==> config.mk <==
export PLATFORM = sky130hd
export DESIGN_NAME = cache_refill_ctrl
export DESIGN_NICKNAME = d
export VERILOG_FILES = /design/src/rtl/cache_refill_ctrl.sv
export SDC_FILE = /design/constraint.sdc
export NUM_CORES = 1
export LEC_CHECK = 0
export CAP_MARGIN = 20
export CORE_UTILIZATION = 30
export DETAILED_ROUTE_END_ITERATION = 10
export GPL_ROUTABILITY_DRIVEN = 1
export PLACE_DENSITY_LB_ADDON = 0.2
export SKIP_CTS_REPAIR_TIMING = 1
export SLEW_MARGIN = 15
export SYNTH_ARGS = -nofsm -noshare
export SYNTH_HDL_FRONTEND = slang
export SYNTH_SLANG_ARGS = --single-unit
==> constraint.sdc <==
create_clock -name clk -period 1.8 [get_ports clk]
set_input_delay 0.36 -clock clk [delete_from_list [all_inputs] [get_ports clk]]
set_output_delay 0.36 -clock clk [all_outputs]
set_load 0.01 [all_outputs]
==> src/rtl/cache_refill_ctrl.sv <==
// Miss-handling FSM: latches the victim way, writes back a dirty victim, refills the line, pulses done.
// Optional critical-word forwarding (fwd_valid/fwd_data) is built when CACHE_REFILL_FWD_EN is defined.
module cache_refill_ctrl #(
  parameter int NUM_WAY        = 2,
  parameter int WORDS_PER_LINE = 4,
  parameter int TAG_WIDTH      = 20,
  parameter int INDEX_WIDTH    = 8
) (
  input  logic                            clk,
  input  logic                            reset,
  input  logic                            miss,
  input  logic [31:0]                     miss_addr,
  input  logic [NUM_WAY-1:0]              v_ways,
  input  logic [NUM_WAY-1:0]              d_ways,
  input  logic [NUM_WAY*TAG_WIDTH-1:0]    victim_tags,
  input  logic [NUM_WAY-1:0]              replace_way,
  output logic                            replace_en,
  output logic                            arr_rd_en,
  output logic [$clog2(WORDS_PER_LINE)-1:0] arr_word,
  input  logic [31:0]                     arr_rd_data,
  output logic [NUM_WAY-1:0]              arr_we,
  output logic [31:0]                     arr_wdata,
  output logic [NUM_WAY-1:0]              tag_we,
  output logic [TAG_WIDTH-1:0]            tag_wdata,
  output logic                            wr_req,
  output logic [31:0]                     wr_addr,
  output logic [32*WORDS_PER_LINE-1:0]    wr_data,
  input  logic                            wr_rdy,
  output logic                            rd_req,
  output logic [31:0]                     rd_addr,
  input  logic                            rd_rdy,
  input  logic                            ret_valid,
  input  logic                            ret_last,
  input  logic [31:0]                     ret_data,
  output logic                            done
`ifdef CACHE_REFILL_FWD_EN
  ,
  output logic                            fwd_valid,
  output logic [31:0]                     fwd_data
`endif
);

  localparam int WORD_W = $clog2(WORDS_PER_LINE);
  localparam int OFF_W  = WORD_W + 2;
  localparam logic [WORD_W:0] CNT_END = (WORD_W+1)'(WORDS_PER_LINE);

  typedef enum logic [2:0] {IDLE, VRD, WB, RREQ, REFILL, DONE} state_t;

  state_t                        state_q, state_d;
  logic [WORD_W:0]               cnt_q, cnt_d;
  logic [NUM_WAY-1:0]            way_q;
  logic [31:0]                   line_addr_q;
  logic [TAG_WIDTH-1:0]          vtag_q;
  logic [32*WORDS_PER_LINE-1:0]  line_buf_q;
  logic [TAG_WIDTH-1:0]          victim_tag_sel;
  logic                          victim_dirty;
  logic                          capture;
  logic [WORD_W-1:0]             cap_idx;
  logic                          unused_addr_bits;

  assign unused_addr_bits = ^miss_addr[OFF_W-1:0];

  always_comb begin
    victim_tag_sel = '0;
    for (int i = 0; i < NUM_WAY; i++)
      if (replace_way[i]) victim_tag_sel |= victim_tags[i*TAG_WIDTH +: TAG_WIDTH];
  end

  assign victim_dirty = |(replace_way & v_ways & d_ways);

  // In VRD, cycle k reads word k and captures word k-1 returned from the previous read.
  assign cap_idx = cnt_q[WORD_W-1:0] - 1'b1;

  always_comb begin
    // NOTE: every signal written here gets a default first, so no path can infer a latch.
    state_d    = state_q;
    cnt_d      = cnt_q;
    replace_en = 1'b0;
    arr_rd_en  = 1'b0;
    arr_word   = '0;
    arr_we     = '0;
    tag_we     = '0;
    wr_req     = 1'b0;
    rd_req     = 1'b0;
    done       = 1'b0;
    capture    = 1'b0;
    case (state_q)
      IDLE: begin
        if (miss) begin
          replace_en = 1'b1;
          cnt_d      = '0;
          state_d    = victim_dirty ? VRD : RREQ;
        end
      end
      VRD: begin
        if (cnt_q != CNT_END) begin
          arr_rd_en = 1'b1;
          arr_word  = cnt_q[WORD_W-1:0];
        end
        capture = (cnt_q != '0);
        if (cnt_q == CNT_END) begin
          cnt_d   = '0;
          state_d = WB;
        end else begin
          cnt_d = cnt_q + 1'b1;
        end
      end
      WB: begin
        wr_req = 1'b1;
        if (wr_rdy) state_d = RREQ;
      end
      RREQ: begin
        rd_req = 1'b1;
        if (rd_rdy) begin
          cnt_d   = '0;
          state_d = REFILL;
        end
      end
      REFILL: begin
        if (ret_valid) begin
          arr_we   = way_q;
          arr_word = cnt_q[WORD_W-1:0];
          cnt_d    = {1'b0, cnt_q[WORD_W-1:0] + 1'b1};
          if (ret_last) begin
            tag_we  = way_q;
            cnt_d   = '0;
            state_d = DONE;
          end
        end
      end
      DONE: begin
        done    = 1'b1;
        state_d = IDLE;
      end
      default: state_d = IDLE;
    endcase
  end

  always_ff @(posedge clk) begin
    // NOTE: non-blocking assignments so every register updates from pre-edge values.
    if (reset) begin
      state_q     <= IDLE;
      cnt_q       <= '0;
      way_q       <= '0;
      line_addr_q <= '0;
      vtag_q      <= '0;
      // NOTE: the line buffer is reset as well so wr_data never exposes stale victim data after reset.
      line_buf_q  <= '0;
    end else begin
      state_q <= state_d;
      cnt_q   <= cnt_d;
      if (state_q == IDLE && miss) begin
        way_q       <= replace_way;
        line_addr_q <= {miss_addr[31:OFF_W], {OFF_W{1'b0}}};
        vtag_q      <= victim_tag_sel;
      end
      if (capture) line_buf_q[32*cap_idx +: 32] <= arr_rd_data;
    end
  end

  assign arr_wdata = (state_q == REFILL && ret_valid) ? ret_data : '0;
  assign tag_wdata = line_addr_q[31 -: TAG_WIDTH];
  assign rd_addr   = line_addr_q;
  assign wr_addr   = {vtag_q, line_addr_q[OFF_W +: INDEX_WIDTH], {OFF_W{1'b0}}};
  assign wr_data   = line_buf_q;

`ifdef CACHE_REFILL_FWD_EN
  logic [WORD_W-1:0] word_off_q;

  always_ff @(posedge clk) begin
    if (reset)                          word_off_q <= '0;
    else if (state_q == IDLE && miss)   word_off_q <= miss_addr[2 +: WORD_W];
  end

  assign fwd_valid = (state_q == REFILL) && ret_valid && (cnt_q[WORD_W-1:0] == word_off_q);
  assign fwd_data  = fwd_valid ? ret_data : '0;
`endif

`ifndef SYNTHESIS
  // A non-one-hot victim has no defined array effect; flag it where it is latched.
  always @(posedge clk) begin
    if (!reset && state_q == IDLE && miss)
      assert ($onehot(replace_way));
  end
`endif

endmodule
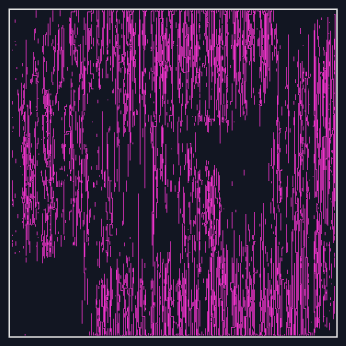
*Signal wires on met2*
Scale: 2 px per um.
longest straight run = 104 um
wire length on this layer = 16000 um

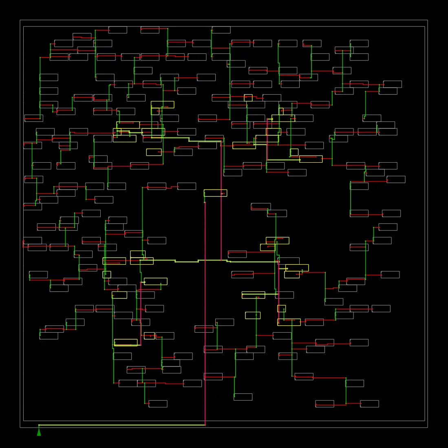
*Clock nets*
Num Clock Sinks: 184
clk ins delay skew pair: 0.44 ns
Num CTS Buffers: 17
Clock buffer cells: 17
seq_cells: 184

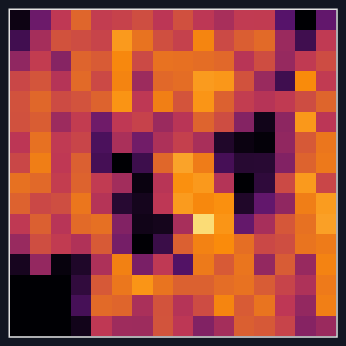
*Local utilization*
Scale: 2 px per um. 16 x 16 tiles, from black (low) to pale yellow (high), 0 to 100% covered.
mean over tiles = 49%
tiles over 75% full = 6.6%
nearly empty tiles = 5.5%
emptiest ninth of the die = bottom left
fullest tile = 92%

==> results.yml <==
# flow metrics
synth:
  synthCells: 914
  area_leaders: "dfxtp_1 47%, a21oi_1 8.3%, nand2_1 7.7%"
  async_reset_ff_frac: 0
  synth_cell_types: 44
  top_cells_by_count: "184 x dfxtp_1, 160 x nand2_1, 129 x a21oi_1"
  ys.flops: 184
  ys.flop_type: "dfxtp_1"
  yosys_area_um2: 7782
  yosysTopAreaCellShare: 0.4733
  edf_count: 0
  yosys_warnings: 0
  synth.yosys.seq_area_share: 0.4733
  yosysMostFrequentCell: "dfxtp_1"
  synth_area_per_cell_um2: 8.515
  synth_area_um2: 7782
  largest_area_cell: "dfxtp_1"
  ys_cells: 914
placement:
  dp_slack_ns: -0.8106
  placed_cells: 1583
  place_hpwl_um: 21410
  place.gp.congestion: 0.8314
  place.port_buffers: 391
cells_and_area:
  layoutNonFillerInstCount: 1633
  nets: 1445
  fin_util: 0.5257
  antennaDiodeCount: 0
  final_layout_size_suffix_gt1_frac: 0.2041
  fillers: 2392
  area_growth_pct: 71.08
setup_path:
  crit_type: "register to output port"
  worst_r2r_endpoint: "vtag_q[19]$_SDFFE_PP0P_"
  critPathArrivalTime_ns: 1.94
  worstSetupEndpointType: "output port"
  timing.rr.start: "state_q[2]$_SDFFE_PP0P_"
  reg2reg_depth: 6
  crit_required_ns: 1.44
  startpoint: "state_q[0]$_SDFFE_PP0P_"
  critPathLaunchType: "register"
  cp_max_fo: 8
  crit_end: "arr_wdata[1]"
  r2r_slack_ns: -0.05
clocking:
  clock-root-buffer: "clkbuf_16"
  cts_buffer_depth: 2
  clkTransAtPathRegs_ns: 0.08
  cts_tree: "done"
  htreeDepth: 4
route:
  wl_um: 31010
  ant_nets: 0
  drc: 0
  detail_route.iter0.violations: 422
  vias: 7929
  first_pass_iters: 6
  post_drt_via_cell_ratio: 4.855
  wl_per_cell_um: 18.99
sta:
  drv_slew: 0
  fin_crit_ns: 2.301
  finClkSkew_ns: 0.01241
  setup_viol: 101
  fin_crit_sh: 1.278
  fin_ws_ns: -0.5010
  hold_viol: 0
  fin_setup_tns_ns: -18.02
  fmax_mhz: 434.6
  rsz0062_at_grt: "yes"
floorplanning:
  die_x_um: 163.1
  die-area_um2: 26590
  fp_util: 0.3073
  fp.coreArea_um2: 25330
  num_rows: 58
  ioPinCount: 404
  die_h_um: 163.1
grt:
  grt_pass1_wl_um: 43730
  overflow: 0
  grt.total_usage: 0.2163
  grt_max_degree: 81
  first_global_vias: 7515
  antenna_found_initial: 0
pwr:
  irDropWorstVdd_v: 0.0006239
  powerDensity_nw_per_um2: 908.3
  total_power_uw: 12090
  power.leakage_uw: 0.004892
run_status:
  outcome: "finished with violations"
  violations: "setup timing"
job:
  warnings: 36
  drv_cap: 0
hold_path:
  min_path_type: "primary input to register"
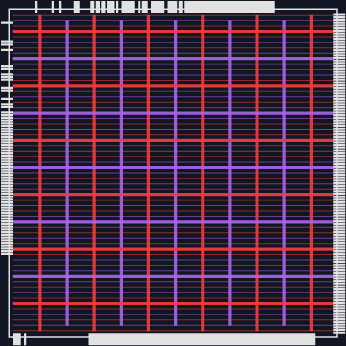
*PDN straps and rails*
Scale: 2 px per um. Pins as bars on the die edge.
VDD -> purple
VSS -> red
met5 straps = 11
rows = 58
signal pins = 404
met4 straps = 11

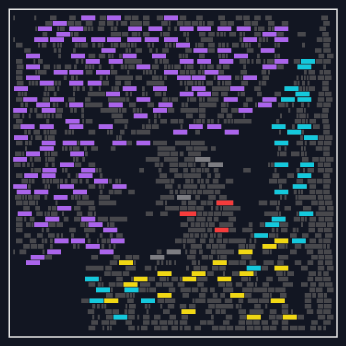
*Sequential cells coloured by netlist name*
Scale: 2 px per um.
`wr_data` -> purple  # placed flops 128
`vtag_q` -> yellow  # placed flops 20
`rd_addr` -> cyan  # placed flops 28
`state_q` -> red  # placed flops 3
not coloured = 5

## metal layers
layer  global-route usage  wire [um]
met5                    0          0
met4              0.09218       1118
met3              0.06425       2196
met2               0.3894      16030
met1               0.2337      11670
## area by class of cell
type,count,area [um^2],share of cell area
clock buffers,17,425.4,0.03195
clock inverters,15,182.7,0.01372
inverters,4,17.52,0.001316
multi-input cells,617,3677,0.2762
flip-flops and latches,184,3694,0.2774
well taps,330,412.9,0.03101
repair buffers,466,4905,0.3684
## flip-flops by register name, summed over array words and instances (netlist names)
signal and cells:
state_q 3, way_q 2, rd_addr 28, vtag_q 20
cnt_q 3, wr_data 128
## how the worst min path moves through the flow
stage | cells after the start | startpoint | slack (ns) | endpoint
3_5_place_dp | 2 | wr_data[69]$_SDFFE_PP0P_ | 0.44 | wr_data[69]$_SDFFE_PP0P_
2_1_floorplan | 2 | way_q[0]$_SDFFE_PP0P_ | 0.44 | way_q[0]$_SDFFE_PP0P_
3_3_place_gp | 2 | wr_data[93]$_SDFFE_PP0P_ | 0.44 | wr_data[93]$_SDFFE_PP0P_
5_1_grt | 2 | reset | 0.25 | rd_addr[31]$_SDFFE_PP0P_
4_1_cts | 2 | reset | 0.24 | wr_data[30]$_SDFFE_PP0P_
6_report | 2 | reset | 0.25 | rd_addr[31]$_SDFFE_PP0P_
## worst max-delay path, stage by stage, from the launching register on
cell       delay, ns
dfxtp_4         0.37
buf_12          0.13
nor4bb_4        0.26
buf_6           0.13
buf_6           0.10
buf_8           0.12
clkbuf_16       0.15
and2_4          0.15
buf_6           0.09
## kinds of logic after synthesis
group / after synthesis / share of synthesized area
buf+inv: 120 / 0.09389
fa+ha+maj: 6 / 0.009646
compound gates: 196 / 0.1672
simple gates: 405 / 0.2527
other cells: 1 / 0.0004819
mux: 2 / 0.002733
flops: 184 / 0.4733
## layout by cell type, fill, tap and decap left out, types with 5 or more instances in the layout
cell,instances
and2_4,32
nor2_1,56
dlymetal6s2s_1,9
a221oi_2,20
clkdlybuf4s50_1,339
clkinv_8,6
dfxtp_1,180
buf_12,16
buf_4,36
nor3_2,20
clkbuf_16,24
buf_8,5
nand2_1,158
a21oi_1,119
a22oi_1,31
buf_6,46
nand3_2,5
a21oi_2,10
and2_1,6
conb_1,8
nand3_1,94
buf_2,6
## through the flow
step / hold WS (ns) / instance area, um^2
floorplan: 0.4403 / 7815
global placement: 0.4369 / 12040
finish: 0.2512 / 13310
detailed placement: 0.4423 / 12040
global route: 0.2533 / 13310
CTS: 0.2359 / 12650
## power by group
part / leakage [uW] / switching, uW / internal [uW]
logic: 0.00311 / 1910 / 1840
clock network: 0.000294 / 1930 / 1880
registers: 0.00149 / 189 / 4340
Power and IR drop assume default switching activity.
